==> config.mk <==
export PLATFORM = sky130hd
export DESIGN_NAME = vga_sync_decoder
export DESIGN_NICKNAME = d
export VERILOG_FILES = /design/src/rtl/vga_sync_decoder.sv
export SDC_FILE = /design/constraint.sdc
export NUM_CORES = 1
export LEC_CHECK = 0
export ABC_AREA = 1
export ABC_CLOCK_PERIOD_IN_PS = 2550
export CORE_MARGIN = 1
export CORE_UTILIZATION = 35
export DETAILED_ROUTE_END_ITERATION = 8
export GPL_TIMING_DRIVEN = 0
export SLEW_MARGIN = 20
export SYNTH_ARGS = -nofsm -noshare
export SYNTH_HDL_FRONTEND = slang
export SYNTH_SLANG_ARGS = --single-unit
==> constraint.sdc <==
create_clock -name clk -period 2.55 [get_ports clk]
set_input_delay 0.255 -clock clk [delete_from_list [all_inputs] [get_ports clk]]
set_output_delay 0.255 -clock clk [all_outputs]
set_load 0.005 [all_outputs]
Fig. 1: placement density heat map
The die is cut into 11 by 11 equal tiles; white is low, dark blue is high, 0 to 100% covered.
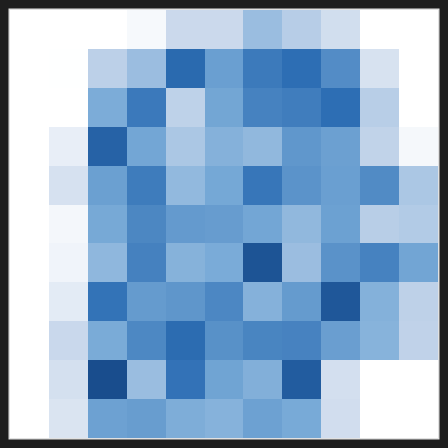
tiles over 75% full = 5.8%
fullest tile = 88%
mean over tiles = 39%
nearly empty tiles = 19%
emptiest ninth of the die = north-west
Pre-Place Util: 36.48%
post-layout util: 43.73%
Core ar.: 11030 um^2

Fig. 2: congestion heat map
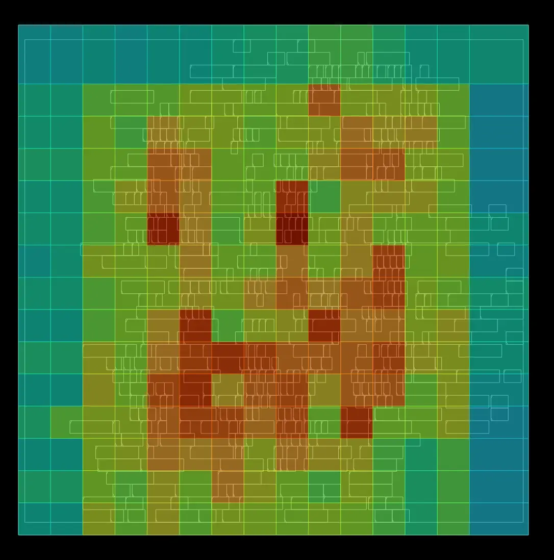
routed len/inst: 12.88 um
met2 Use GR: 26.19%
GR Util All Layers: 16.55%
Most Crowded Layer GR: met2
routing usage on met3: 2.451%

Fig. 3: metal 1
Supply wires on this layer in gray.
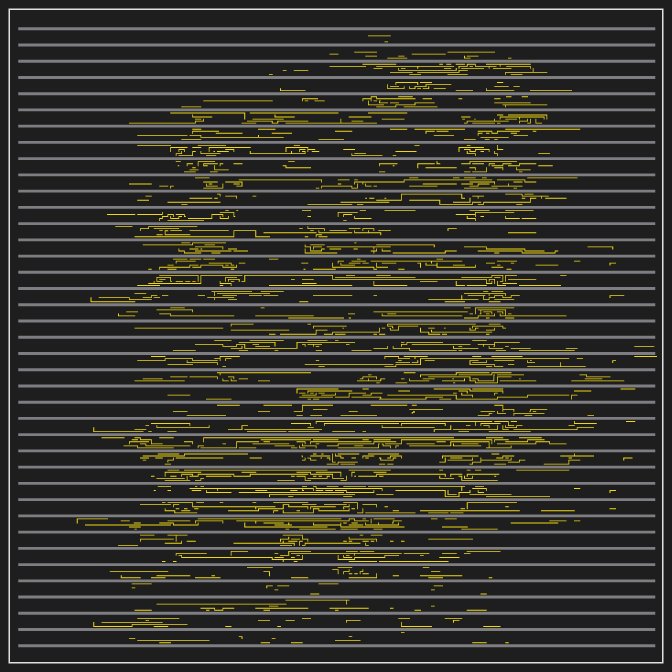
nets with wire on the layer = 487
wire length on this layer = 3980 um
longest straight run = 41.9 um
GR met1 Demand/Resource: 21.68%
final WL: 8.527 mm
vias: 3225

Fig. 4: cells colored by class
Bar = 20 um. Fill, decap, tap and diode cells in gray.
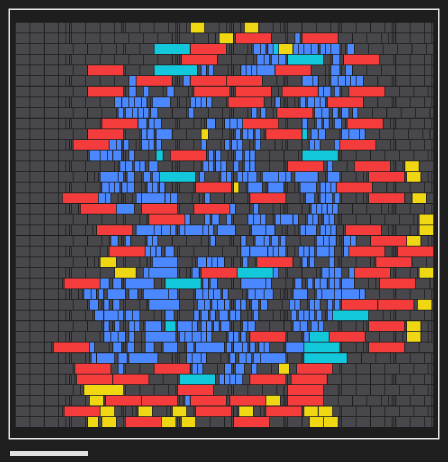
clock drivers and dummy loads -> cyan  # cells 16, share of their area 6.9%
other buffers and delay cells -> yellow  # cells 34, share of their area 7.5%
combinational and other logic -> blue  # cells 396, share of their area 45%
flops -> red  # cells 76, share of their area 41%
Seq area share: 39.43%
final instance area: 4823 um^2
row cnt: 38

==> results.cfg <==
; generated from flow reports
[run]
drv_cap = 0

[final_timing]
skew_ns = 0.01477
hold_viol = 0
min_period_ns = 2.173
rsz0062_at_grt = false
setup_violations = 0
tns_ns = 0
max_freq_mhz = 460.2
worst_slew_pin_slew_ns = 0.5387
finalCritPeriodShare_pct = 85.22
slew_headroom_pct = 64.09

[clock_network]
cts_root_buffer = clkbuf_16
htree_num_levels = 3
clock_latency_ns = 0.34

[worst_hold_path]
hp-class = flop to flop

[detailed_routing]
first_iter_violations = 241
drt_pre_antenna_iters = 4

[logic_synthesis]
yosys_cells = 477
edf_count = 0
netlist_area_um2 = 4024
top_cells_by_area = dfrtp_1 (47%), nand2_1 (10%), inv_1 (5.8%)
synth_chip_area_um2 = 4024
synth.avg_cell_area_um2 = 8.436
top_area_share_pct = 47.26

[placement]
numPortBuffers = 27
gp_congestion = 0.8371

[critical_path]
startpoint_type = flop
crit_top_cell = nand2_1
cp_slowest_cell = dfrtp_1
cp_cell_sequence = ha_1 -> nand2_2 -> nor2_8 -> nand3_2 -> nor2_2 -> nand2_1 -> nand2_1 -> nand2_1 -> nor3_2 -> nand3_2 -> nand2_1 -> nand2_1

[floorplan]
die_x_um = 109.2
io_pins = 28

[grt]
grt_pass1_vias = 3080

[run_status]
run_status = completed

[cells_and_area]
lay_top_cells = nand2_1 (109), dfrtp_1 (76), inv_1 (62), nor2_1 (52), nand3_1 (36)
drive_gt1_share_pct = 12.45
comb_area_um2 = 1810

[pwr]
p_leak_nw = 2.334
-- report_power, final --
group          internal [W]  switching (W)
combinational      0.000156       0.000263
clock              0.000883       0.000494
sequential          0.00126      0.0000472
total               0.00230       0.000805
-- cell usage after synthesis (3+ instances only) --
master and number:
nand3_4 4, o21ai_0 16, dfrtp_1 76, xor2_1 3, nand3_1 36, nor3_1 10, nor4_1 3, nand4_1 13
inv_1 62, nand2_1 109, a21oi_1 23, nor2_1 52, o21ai_1 3, nor2_2 3, nand3_2 5, nor2_4 3
nand2_2 7, ha_1 10, nor2_8 4, inv_2 5, or2_2 3
-- logic make-up (layout without fill, tap and decap cells) --
group	after synthesis	count (layout)	synth area share [%]
buffers and inverters	76	121	7.742
adders and majority gates	10	10	3.109
and+or+nand+nor	264	264	34.64
AOI/OAI and AO/OA	46	46	5.970
DFF	76	76	47.26
xor gates and xnor gates	5	5	1.275
-- repair_timing --
item | in CTS | in global routing
endpoints found under the hold margin | 33 | 0
buffers inserted | 0 | 0
gates resized | 0 | 0
hold buffers | 1 | 0
-- worst max-delay path: cells and delay by family (launching register included) --
family	cells	cell delay, ns
simple gates	11	1.37
flops	1	0.45
fa+ha+maj	1	0.23
-- through the flow --
stage,utilization (%),instances,setup slack [ns],hold slack [ns]
after floorplan,-,477,0.7203,-0.04059
after global placement,40.52,644,-1.412,0.3658
after detailed placement,40.74,645,0.2496,0.2317
after CTS,43.73,662,0.3446,0.3912
after global routing,43.73,662,0.1183,0.4102
final,43.73,662,0.3770,0.3887
-- routing by layer --
metal	GRT usage [%]	vias up	wire length, um
met5	0	-	0
li1	-	1621	-
met3	2.451	20	322
met2	26.19	62	3997
met4	9.143	0	231
met1	21.68	1522	3976
-- layout make-up --
cell class	count	share of cell area (%)
Buffer	5	0.8820
Clock buffer	12	5.110
Clock inverter	4	1.505
Inverter	71	5.577
Multi-Input combinational cell	325	37.54
Sequential cell	76	39.43
Tap cell	140	3.632
Timing Repair Buffer	29	6.329
